$ cat src/rtl/uart_pkg.sv
// ============================================================================
// Module      : uart_pkg
// Description : Shared UART types and constants (receiver and transmitter).
// Revision    : 1.0 - initial release
// ============================================================================
`default_nettype none

package uart_pkg;

    localparam int UART_DATA_BITS = 8;

    typedef enum logic [2:0] {
        IDLE      = 3'd0,
        START     = 3'd1,
        DATA      = 3'd2,
        STOP      = 3'd3,
        WAIT_IDLE = 3'd4
    } uart_rx_state_t;

    function automatic int clks_per_bit(input int freq, input int baud);
        return freq / baud;
    endfunction

endpackage

`default_nettype wire

$ cat src/rtl/uart_rx_deser_if.sv
// ============================================================================
// Module      : uart_rx_deser_if
// Description : Received-byte valid/ready handshake plus error pulses.
// Revision    : 1.0 - initial release
// ============================================================================
`default_nettype none

interface uart_rx_deser_if;
    import uart_pkg::*;

    logic [UART_DATA_BITS-1:0] RX_DATA;
    logic                      RX_VALID;
    logic                      RX_READY;
    logic                      FRAME_ERR;
    logic                      OVERRUN;

    modport master (
        output RX_DATA,
        output RX_VALID,
        input  RX_READY,
        output FRAME_ERR,
        output OVERRUN
    );

    modport slave (
        input  RX_DATA,
        input  RX_VALID,
        output RX_READY,
        input  FRAME_ERR,
        input  OVERRUN
    );

endinterface

`default_nettype wire

$ cat src/rtl/sync_2ff.sv
// ============================================================================
// Module      : sync_2ff
// Description : Parameterised-width two-flop synchroniser, resets to all ones.
// Revision    : 1.0 - initial release
// ============================================================================
`default_nettype none

module sync_2ff #(
    parameter int WIDTH = 1
) (
    input  wire logic             clk,
    input  wire logic             rst_n,
    input  wire logic [WIDTH-1:0] i_async,
    output logic      [WIDTH-1:0] o_sync
);

    logic [WIDTH-1:0] r_meta;
    logic [WIDTH-1:0] r_sync;

    always_ff @(posedge clk or negedge rst_n) begin
        if (!rst_n) begin
            r_meta <= '1;
            r_sync <= '1;
        end else begin
            r_meta <= i_async;
            r_sync <= r_meta;
        end
    end

    assign o_sync = r_sync;

endmodule

`default_nettype wire

$ cat src/rtl/uart_rx_deser.sv
// ============================================================================
// Module      : uart_rx_deser
// Description : 8N1 UART receiver with centre sampling, one-entry holding
//               register, valid/ready output and framing/overrun pulses.
// Revision    : 1.0 - initial release
// ============================================================================
`default_nettype none

module uart_rx_deser
    import uart_pkg::*;
#(
    parameter int CLOCK_FREQUENCY = 500_000_000,
    parameter int BAUD_RATE       = 115_200
) (
    input  wire logic       CLK,
    input  wire logic       NRST,
    input  wire logic       UART_RX_DSER,
    uart_rx_deser_if.master rx
);

    localparam int CLKS_PER_BIT = clks_per_bit(CLOCK_FREQUENCY, BAUD_RATE);
    localparam int CNT_W        = $clog2(CLKS_PER_BIT);

    localparam logic [CNT_W-1:0] c_cnt_last = CNT_W'(CLKS_PER_BIT - 1);
    localparam logic [CNT_W-1:0] c_cnt_half = CNT_W'(CLKS_PER_BIT / 2 - 1);
    localparam logic [2:0]       c_bit_last = 3'(UART_DATA_BITS - 1);

    generate
        if (CLKS_PER_BIT < 4) begin : g_cpb_check
            $error("uart_rx_deser: CLKS_PER_BIT must be at least 4");
        end
    endgenerate

    logic                      w_rx_s;
    uart_rx_state_t            r_state;
    uart_rx_state_t            w_state_next;
    logic [CNT_W-1:0]          r_cnt;
    logic [CNT_W-1:0]          w_cnt_next;
    logic [2:0]                r_bit_idx;
    logic [2:0]                w_bit_next;
    logic [UART_DATA_BITS-1:0] r_shift;
    logic [UART_DATA_BITS-1:0] w_shift_next;
    logic                      w_commit;
    logic                      w_frame_err;
    logic                      w_xfer;
    logic [UART_DATA_BITS-1:0] r_data;
    logic                      r_valid;
    logic                      r_frame_err;
    logic                      r_overrun;

    sync_2ff #(
        .WIDTH (1)
    ) u_sync (
        .clk     (CLK),
        .rst_n   (NRST),
        .i_async (UART_RX_DSER),
        .o_sync  (w_rx_s)
    );

    always_ff @(posedge CLK or negedge NRST) begin
        if (!NRST) begin
            r_state <= IDLE;
        end else begin
            r_state <= w_state_next;
        end
    end

    // Every sampling point is reached by counting to a terminal value, so
    // the counter restarts at zero on each sample and on leaving IDLE.
    always_comb begin
        w_state_next = r_state;
        w_cnt_next   = r_cnt;
        w_bit_next   = r_bit_idx;
        w_shift_next = r_shift;
        w_commit     = 1'b0;
        w_frame_err  = 1'b0;
        case (r_state)
            IDLE: begin
                if (!w_rx_s) begin
                    w_cnt_next   = '0;
                    w_state_next = START;
                end
            end
            START: begin
                if (r_cnt == c_cnt_half) begin
                    w_cnt_next = '0;
                    if (w_rx_s) begin
                        w_state_next = IDLE;
                    end else begin
                        w_bit_next   = '0;
                        w_state_next = DATA;
                    end
                end else begin
                    w_cnt_next = r_cnt + 1'b1;
                end
            end
            DATA: begin
                if (r_cnt == c_cnt_last) begin
                    w_cnt_next   = '0;
                    w_shift_next = {w_rx_s, r_shift[UART_DATA_BITS-1:1]};
                    if (r_bit_idx == c_bit_last) begin
                        w_state_next = STOP;
                    end else begin
                        w_bit_next = r_bit_idx + 3'd1;
                    end
                end else begin
                    w_cnt_next = r_cnt + 1'b1;
                end
            end
            STOP: begin
                if (r_cnt == c_cnt_last) begin
                    w_cnt_next = '0;
                    if (w_rx_s) begin
                        w_commit     = 1'b1;
                        w_state_next = IDLE;
                    end else begin
                        w_frame_err  = 1'b1;
                        w_state_next = WAIT_IDLE;
                    end
                end else begin
                    w_cnt_next = r_cnt + 1'b1;
                end
            end
            WAIT_IDLE: begin
                if (w_rx_s) begin
                    w_state_next = IDLE;
                end
            end
            default: begin
                w_state_next = IDLE;
            end
        endcase
    end

    assign w_xfer = r_valid && rx.RX_READY;

    // A commit may refill the holding register on the very edge it empties.
    always_ff @(posedge CLK or negedge NRST) begin
        if (!NRST) begin
            r_cnt       <= '0;
            r_bit_idx   <= '0;
            r_shift     <= '0;
            r_data      <= '0;
            r_valid     <= 1'b0;
            r_frame_err <= 1'b0;
            r_overrun   <= 1'b0;
        end else begin
            r_cnt       <= w_cnt_next;
            r_bit_idx   <= w_bit_next;
            r_shift     <= w_shift_next;
            r_frame_err <= w_frame_err;
            r_overrun   <= w_commit && r_valid && !w_xfer;
            if (w_commit && (!r_valid || w_xfer)) begin
                r_data  <= r_shift;
                r_valid <= 1'b1;
            end else if (w_xfer) begin
                r_valid <= 1'b0;
            end
        end
    end

    assign rx.RX_DATA   = r_data;
    assign rx.RX_VALID  = r_valid;
    assign rx.FRAME_ERR = r_frame_err;
    assign rx.OVERRUN   = r_overrun;

endmodule

`default_nettype wire
$ cat src/flat_wrapper.sv
// flat-port wrapper written by rule: the top's interface ports become plain ports
module uart_rx_deser_flat import uart_pkg::*;
#(
    parameter int CLOCK_FREQUENCY = 500_000_000,
    parameter int BAUD_RATE       = 115_200
)
  (CLK, NRST, UART_RX_DSER, rx_RX_DATA, rx_RX_VALID, rx_RX_READY, rx_FRAME_ERR, rx_OVERRUN);
  uart_rx_deser_if rx_i ();
  input  wire logic CLK;
  input  wire logic NRST;
  input  wire logic UART_RX_DSER;
  output wire logic [$bits(rx_i.RX_DATA)-1:0] rx_RX_DATA;
  output wire logic [$bits(rx_i.RX_VALID)-1:0] rx_RX_VALID;
  input wire logic [$bits(rx_i.RX_READY)-1:0] rx_RX_READY;
  output wire logic [$bits(rx_i.FRAME_ERR)-1:0] rx_FRAME_ERR;
  output wire logic [$bits(rx_i.OVERRUN)-1:0] rx_OVERRUN;
  assign rx_RX_DATA = rx_i.RX_DATA;
  assign rx_RX_VALID = rx_i.RX_VALID;
  assign rx_i.RX_READY = rx_RX_READY;
  assign rx_FRAME_ERR = rx_i.FRAME_ERR;
  assign rx_OVERRUN = rx_i.OVERRUN;
  uart_rx_deser #(.CLOCK_FREQUENCY(CLOCK_FREQUENCY), .BAUD_RATE(BAUD_RATE)) u_core (.CLK(CLK), .NRST(NRST), .UART_RX_DSER(UART_RX_DSER), .rx(rx_i));
endmodule
$ cat config.mk
export PLATFORM = sky130hd
export DESIGN_NAME = uart_rx_deser_flat
export DESIGN_NICKNAME = d
export VERILOG_FILES = /design/src/rtl/uart_pkg.sv /design/src/rtl/uart_rx_deser_if.sv /design/src/rtl/sync_2ff.sv /design/src/rtl/uart_rx_deser.sv /design/src/flat_wrapper.sv
export SDC_FILE = /design/constraint.sdc
export NUM_CORES = 1
export LEC_CHECK = 0
export ABC_AREA = 1
export CAP_MARGIN = 40
export CORE_MARGIN = 2
export CORE_UTILIZATION = 52
export CTS_CLUSTER_DIAMETER = 30
export CTS_CLUSTER_SIZE = 28
export DETAILED_ROUTE_END_ITERATION = 6
export GPL_TIMING_DRIVEN = 0
export PLACE_DENSITY = 0.78
export SLEW_MARGIN = 15
export SYNTH_ARGS = -nofsm -noshare
export SYNTH_HDL_FRONTEND = slang
export SYNTH_SLANG_ARGS = --single-unit
$ cat constraint.sdc
create_clock -name CLK -period 1.6 [get_ports CLK]
set_input_delay 0.32 -clock CLK [delete_from_list [all_inputs] [get_ports CLK]]
set_output_delay 0.32 -clock CLK [all_outputs]
set_load 0.01 [all_outputs]
==> flow_metrics.env, run 1 <==
# flow metrics
export IMPL_outcome="completed"
export IMPL_yosys_cells=288
export IMPL_slew_violations=0
export IMPL_wire_per_inst_um=12.3
export IMPL_synth_adder_area_share_pct=2.31
export IMPL_nClkBuffers=5
export IMPL_initial_core_util_pct=54.1
export IMPL_final_clk_cell_share_pct=4.31
export IMPL_cts_buffer_depth=2
export IMPL_fp_row_count=23
export IMPL_netlist_area_um2=2160
export IMPL_comb_power_w=0.0000396
export IMPL_nFillCells=339
export IMPL_crit_cells=8
export IMPL_path_common_cell="nand2_1"
export IMPL_whs_endpoint="u_core.u_sync.o_sync"
export IMPL_cts_root_buf="clkbuf_8"
export IMPL_peakVddDrop_v=0.000529
export IMPL_comb_area_share_pct=40.8
export IMPL_layout_top_cell="nand2_1"
export IMPL_seqCellArea_um2=1010
export IMPL_vias=1939
export IMPL_cts_max_level=2
export IMPL_setup_worst_path_end="u_core.r_shift[4]"
export IMPL_fin_area_um2=2670
export IMPL_logic_gates=214
export IMPL_crit_path_cell_trace="buf_6, nor2_2, nand2_1, nor3_4, buf_4, nand2_2, nand2_1, nand2_1"
export IMPL_synth_seq_share_pct=46.4
export IMPL_swShare_pct=21.6
export IMPL_synthCells=288
export IMPL_diodes=0
export IMPL_r2r_start="u_core.r_cnt[3]"
export IMPL_top_cell_area_share_pct=43.9
export IMPL_fmax_mhz=656
export IMPL_powerClk_w=0.000856
export IMPL_cts_made_buffers=5
export IMPL_postCtsResizedCells=8
export IMPL_grt_max_degree=24
export IMPL_power_top_group="registers"
export IMPL_total_power_w=0.00191
export IMPL_critPathMaxStageDelay_ps=380
export IMPL_combPwrFrac_pct=2.1
export IMPL_clk_pin_slew_ps=80
export IMPL_slowest_stage="dfrtp_1"
export IMPL_cp_num_buf_inv=2
export IMPL_gp_congestion=0.990
export IMPL_post_cts_buffers=3
export IMPL_finalSetupTns_ps=0
export IMPL_buf_share_pct=10.8
export IMPL_startpoint_type="register"
export IMPL_ff_type="dfrtp_1"
export IMPL_worst_slack_ps=75.5
export IMPL_syn_nets=296
export IMPL_synth_most_common_cell="nand2_1"
export IMPL_antenna_found_initial=0
export IMPL_holdPathStages=0
export IMPL_globalRouteOverflowTotal=0
export IMPL_seq_area_share_pct=37.7
export IMPL_final_util_pct=66.8
export IMPL_worstSetupPathType="reg2reg"
export IMPL_p_clk_share_pct=44.7
export IMPL_dp_cells=353
export IMPL_place_area_um2=2390
export IMPL_synth_yosys_warnings=0
export IMPL_seqPwrFrac_pct=53.2
export IMPL_clk_insertion_delay_late_ps=300
export IMPL_synthTopCellsByArea="dfrtp_1 44%, nand2_1 18%, nand3_1 6.7%"
export IMPL_reg2reg_depth=8
export IMPL_regToRegSetupSlack_ps=80
export IMPL_core_um2=4000
export IMPL_flop_count=40
export IMPL_grt_pass1_vias=1649
export IMPL_fin_nets=329
-- run 1: sequential cells by signal, summed over array words and instances, names as in the netlist --
signal	count
u_core.r_cnt	13
u_core.u_sync.o_sync	1
u_core.rx.FRAME_ERR	1
u_core.rx.RX_DATA	8
u_core.r_state	3
u_core.u_sync.r_meta	1
u_core.rx.OVERRUN	1
u_core.r_shift	8
u_core.r_bit_idx	3
u_core.rx.RX_VALID	1
-- run 1: per-layer routing --
layer / routed length (um) / vias to the layer above / global-route usage (%)
met5: 0 / - / 0
met4: 57 / 0 / 7.50
met3: 236 / 8 / 3.90
met2: 2140 / 53 / 32.7
met1: 2150 / 894 / 28.3
li1: - / 984 / -
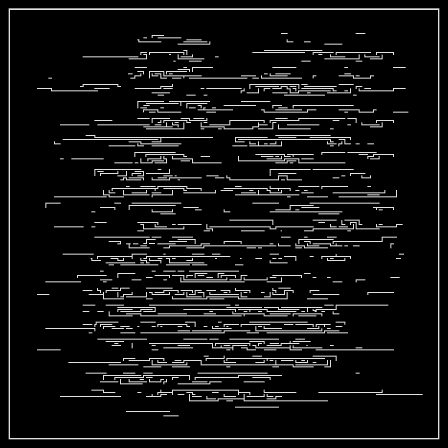
Fig. 1. Signal wires on met1 (run 1).
The layer carries 2,150 um of wire. The longest straight run is 18.9 um.

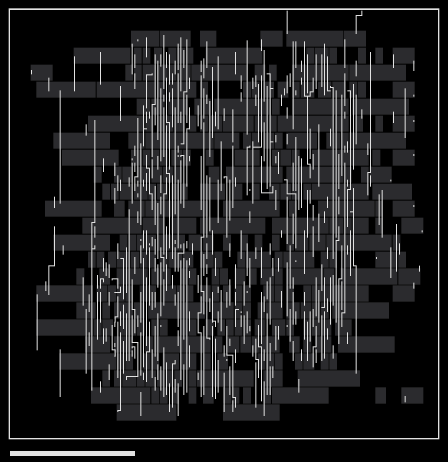
Fig. 2. The metal 2 layer (run 1).
The bar under the picture is 20 um long. Cells faint in the background.
The layer carries 2,140 um of wire. The longest straight run is 27.4 um. The layer holds 47% of the routed length.

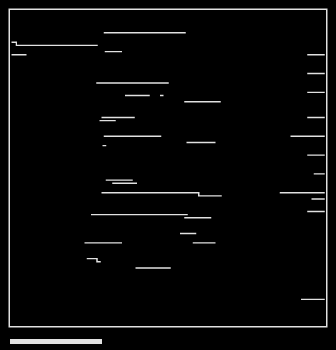
Fig. 3. The metal 3 layer (run 1).
The bar under the picture is 20 um long.
The longest straight run is 20.9 um. The wires run mostly horizontal. The layer holds 5.2% of the routed length. 29 nets have wire on it. The layer carries 237 um of wire.

==> run 1 -> run 2 <==
--- a/config.mk
+++ b/config.mk
@@ -14,6 +14,7 @@
 export DETAILED_ROUTE_END_ITERATION = 6
 export GPL_TIMING_DRIVEN = 0
 export PLACE_DENSITY = 0.78
+export SKIP_LAST_GASP = 1
 export SLEW_MARGIN = 15
 export SYNTH_ARGS = -nofsm -noshare
 export SYNTH_HDL_FRONTEND = slang
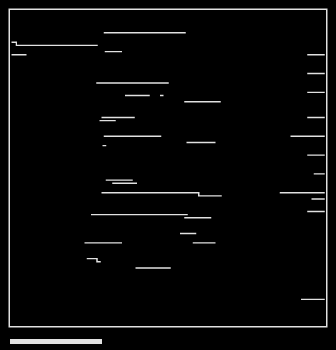
Fig. 4. The metal 3 layer (run 2).
The bar under the picture is 20 um long.
The layer carries 237 um of wire. The wires run mostly horizontal. 29 nets have wire on it.

==> run 2 against run 1 <==
Highest routed layer unchanged. Cell count unchanged. Clock skew unchanged. Fmax unchanged. Flip-flop count unchanged. Non-clock buffer count unchanged. Power unchanged. Die size unchanged. First-iteration DRC count unchanged. Global-route usage unchanged. Sequential share of layout area unchanged. Setup slack unchanged. Critical path depth unchanged.
==> flow_metrics.env, run 2 <==
# flow metrics
export IMPL_wl_met2_um=2140
export IMPL_synthCells=288
export IMPL_diodes=0
export IMPL_largest_reg_flops=13
export IMPL_top_register="u_core.r_cnt"
export IMPL_cts_root_buf="clkbuf_8"
export IMPL_layout_top_cell="nand2_1"
export IMPL_synth_seq_share_pct=46.4
export IMPL_slew_violations=0
export IMPL_vias=1939
export IMPL_flop_count=40
export IMPL_fmax_mhz=656
export IMPL_total_power_w=0.00191
export IMPL_outcome="completed"
export IMPL_initial_core_util_pct=54.1
export IMPL_gp_congestion=0.990
export IMPL_core_um2=4000
export IMPL_r2r_start="u_core.r_cnt[3]"
export IMPL_antenna_found_initial=0
export IMPL_logic_gates=214
export IMPL_buf_share_pct=10.8
export IMPL_startpoint_type="register"
export IMPL_cts_max_level=2
export IMPL_grt_met1_usage_pct=28.3
export IMPL_reg2reg_depth=8
export IMPL_grt_pass1_vias=1649
export IMPL_path_common_cell="nand2_1"
export IMPL_grt_use_met3_pct=3.90
export IMPL_dp_cells=353
export IMPL_worstSetupPathType="reg2reg"
export IMPL_syn_nets=296
export IMPL_clk_insertion_delay_late_ps=300
export IMPL_seq_area_share_pct=37.7
export IMPL_comb_area_share_pct=40.8
export IMPL_busiest_layer="met2"
export IMPL_globalRouteOverflowTotal=0
export IMPL_netlist_area_um2=2160
export IMPL_critPathMaxStageDelay_ps=380
export IMPL_slowest_stage="dfrtp_1"
export IMPL_setup_worst_path_end="u_core.r_shift[4]"
export IMPL_nClkBuffers=5
export IMPL_crit_cells=8
export IMPL_peakVddDrop_v=0.000529
export IMPL_synth_adder_area_share_pct=2.31
export IMPL_synth_most_common_cell="nand2_1"
export IMPL_drt_met1_wl_um=2150
export IMPL_crit_path_cell_trace="buf_6, nor2_2, nand2_1, nor3_4, buf_4, nand2_2, nand2_1, nand2_1"
export IMPL_synth_yosys_warnings=0
export IMPL_ff_type="dfrtp_1"
export IMPL_wire_per_inst_um=12.3
export IMPL_fp_row_count=23
export IMPL_cp_num_buf_inv=2
export IMPL_whs_endpoint="u_core.u_sync.o_sync"
export IMPL_yosys_cells=288
## run 2: cell counts in the layout (fill, tap and decap cells not counted)
Identical to the previous run, type by type.
## run 2: power breakdown
group / switching, W / internal (W) / total (W) / leakage [nW]
clock: 0.000386 / 0.000470 / 0.000856 / 0.0548
sequential: 0.00000344 / 0.00101 / 0.00102 / 0.532
combinational: 0.0000244 / 0.0000152 / 0.0000396 / 0.724
## run 2: repair_timing
item / 4_1_cts / 5_1_grt
pin swaps: 1 / 5
hold endpoints to repair: 15 / 0
gates resized: 8 / 16
endpoints found under the setup margin: 28 / 33
setup buffers: 3 / 6
gates cloned: 0 / 1
hold buffers: 1 / 0
## run 2: stage by stage
stage	setup WS, ps	area, um2
CTS	38.5	2560
finish	75.5	2670
global placement	-711	2370
detailed placement	-271	2390
floorplan	66.5	2160
global route	-13.4	2670
==> run 2 -> run 3 <==
--- a/config.mk
+++ b/config.mk
@@ -7,13 +7,13 @@
 export LEC_CHECK = 0
 export ABC_AREA = 1
 export CAP_MARGIN = 40
-export CORE_MARGIN = 2
 export CORE_UTILIZATION = 52
 export CTS_CLUSTER_DIAMETER = 30
 export CTS_CLUSTER_SIZE = 28
 export DETAILED_ROUTE_END_ITERATION = 6
 export GPL_TIMING_DRIVEN = 0
 export PLACE_DENSITY = 0.78
+export RECOVER_POWER = 50
 export SKIP_LAST_GASP = 1
 export SLEW_MARGIN = 15
 export SYNTH_ARGS = -nofsm -noshare
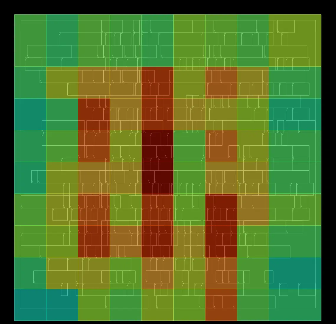
Fig. 5. Routing congestion map (run 3).
met2 global-route usage: 36.2%
GR Layer Usage met1: 30.0%
grt peak-use layer: met2
WL/cell: 12.0 um
fin util: 65.9%

==> run 3 against run 2 <==
Count of clock-buffer cells in the layout did not move. Register-to-register slack improved by 20 ps. Cell count did not move. Sequential share of layout area rose by 0.50 points. Core utilization fell by 0.88 points. Setup slack improved by 19 ps. Global-route usage rose by 2.2 points.
==> flow_metrics.env, run 3 <==
# flow metrics
export IMPL_gp_congestion=0.957
export IMPL_layout_top_cell="nand2_1"
export IMPL_synthTopCellsByArea="dfrtp_1 44%, nand2_1 18%, nand3_1 6.7%"
export IMPL_crit_cells=1
export IMPL_p_int_w=0.00149
export IMPL_synth_most_common_cell="nand2_1"
export IMPL_grt_pass1_vias=1741
export IMPL_diodes=0
export IMPL_grt_use_met3_pct=5.82
export IMPL_seqPwrFrac_pct=53.5
export IMPL_drt_met1_wl_um=2120
export IMPL_powerSeq_w=0.00102
export IMPL_dr_wl_met3_um=196
export IMPL_cts_buffer_depth=2
export IMPL_powerClk_w=0.000853
export IMPL_wl_met2_um=2100
export IMPL_cts_max_level=2
export IMPL_synth_adder_area_share_pct=2.31
export IMPL_fp_row_count=23
export IMPL_final_clk_cell_share_pct=4.42
export IMPL_top_register="u_core.r_cnt"
export IMPL_r2r_start="u_core.r_cnt[1]"
export IMPL_dp_cells=353
export IMPL_place_area_um2=2390
export IMPL_combPwrFrac_pct=1.7
export IMPL_worst_slack_ps=94.9
export IMPL_flop_count=40
export IMPL_finalSetupTns_ps=0
export IMPL_clk_pin_slew_ps=80
export IMPL_cp_num_buf_inv=1
export IMPL_yosys_cells=288
export IMPL_reg2reg_depth=10
export IMPL_startpoint_type="register"
export IMPL_nFillCells=359
export IMPL_comb_power_w=0.0000317
export IMPL_post_cts_buffers=2
export IMPL_comb_area_share_pct=40.6
export IMPL_slowest_stage="clkdlybuf4s50_1"
export IMPL_top_layer_used="met4"
export IMPL_regToRegSetupSlack_ps=90
export IMPL_buf_share_pct=10.2
export IMPL_globalRouteOverflowTotal=0
export IMPL_postCtsResizedCells=8
export IMPL_initial_core_util_pct=54.1
export IMPL_cts_root_buf="clkbuf_8"
export IMPL_seqCellArea_um2=1010
export IMPL_core_um2=4000
export IMPL_seq_area_share_pct=38.2
export IMPL_setup_worst_path_end="rx_RX_DATA[3]"
export IMPL_largest_reg_flops=13
export IMPL_synth_seq_share_pct=46.4
export IMPL_fin_area_um2=2640
export IMPL_peakVddDrop_v=0.000591
export IMPL_p_clk_share_pct=44.8
export IMPL_top_cell_area_share_pct=43.9
export IMPL_ff_type="dfrtp_1"
export IMPL_switchingPower_w=0.000409
export IMPL_outcome="completed"
export IMPL_synth_yosys_warnings=0
export IMPL_synthCells=288
export IMPL_clk_insertion_delay_late_ps=300
export IMPL_critPathMaxStageDelay_ps=530
export IMPL_crit_path_cell_trace="clkdlybuf4s50_1"
export IMPL_slew_violations=0
export IMPL_fin_nets=329
export IMPL_vias=1937
export IMPL_grt_max_degree=24
export IMPL_pre_cts_slack_ps=-245
export IMPL_antenna_found_initial=0
export IMPL_power_top_group="registers"
[run 3: cell counts after synthesis]
No cell type changed its count.
[run 3: how the worst min path moves through the flow]
| stage | start | endpoint | slack (ps) | cells after the start |
|---|---|---|---|---|
| 6_report | u_core.u_sync.r_meta | u_core.u_sync.o_sync | 360 | 0 |
| 5_1_grt | u_core.u_sync.r_meta | u_core.u_sync.o_sync | 360 | 0 |
| 4_1_cts | u_core.u_sync.r_meta | u_core.u_sync.o_sync | 360 | 0 |
| 3_5_place_dp | NRST | u_core.r_cnt[11] | 290 | 1 |
| 3_3_place_gp | u_core.u_sync.r_meta | u_core.u_sync.o_sync | 350 | 0 |
| 2_1_floorplan | NRST | u_core.r_bit_idx[0] | 20 | 0 |

==> layout pictures side by side <==
Zoomed window.
picture 1
The bar under the picture is 5 um long. Region (7, 40) to (27, 60) um. Cells in grey, sequential cells in the stronger grey; small squares are vias.
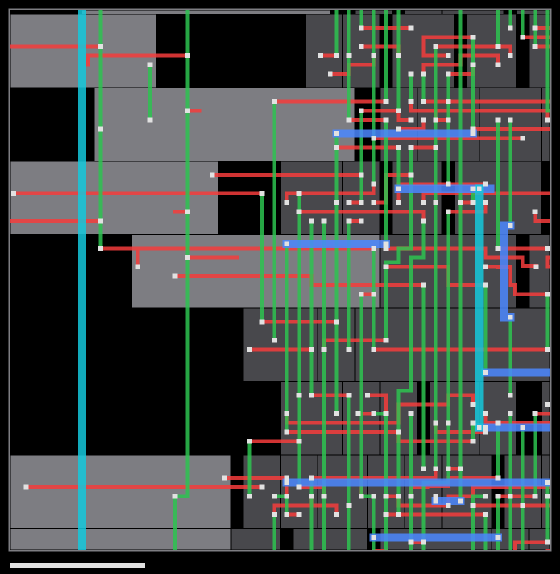
picture 2
The bar under the picture is 5 um long. Region (7, 41) to (27, 61) um. Cells in grey, sequential cells in the stronger grey; small squares are vias.
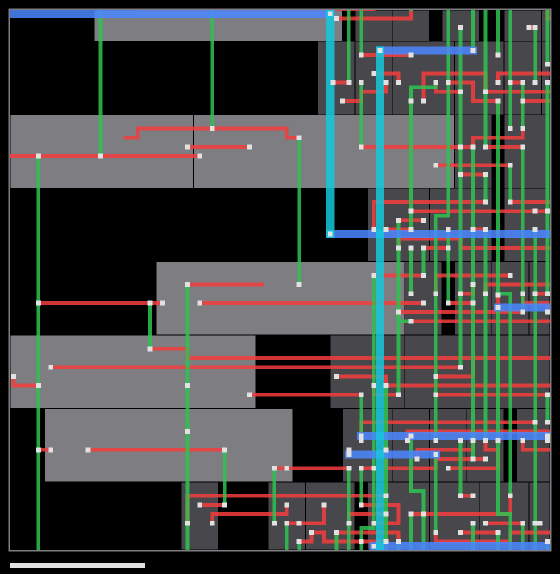
picture 1: run 3
picture 2: run 1

Key to picture 1:
Key: cyan = metal 4; blue = metal 3; green = metal 2; red = metal 1
Netlist names of flops here include u_core.r_state (2). Sequential cells in the window: 5. Most frequent: nand2_1 (7). 33 logic cells have their middle in the window.

Power is estimated from default activity; no workload was simulated.
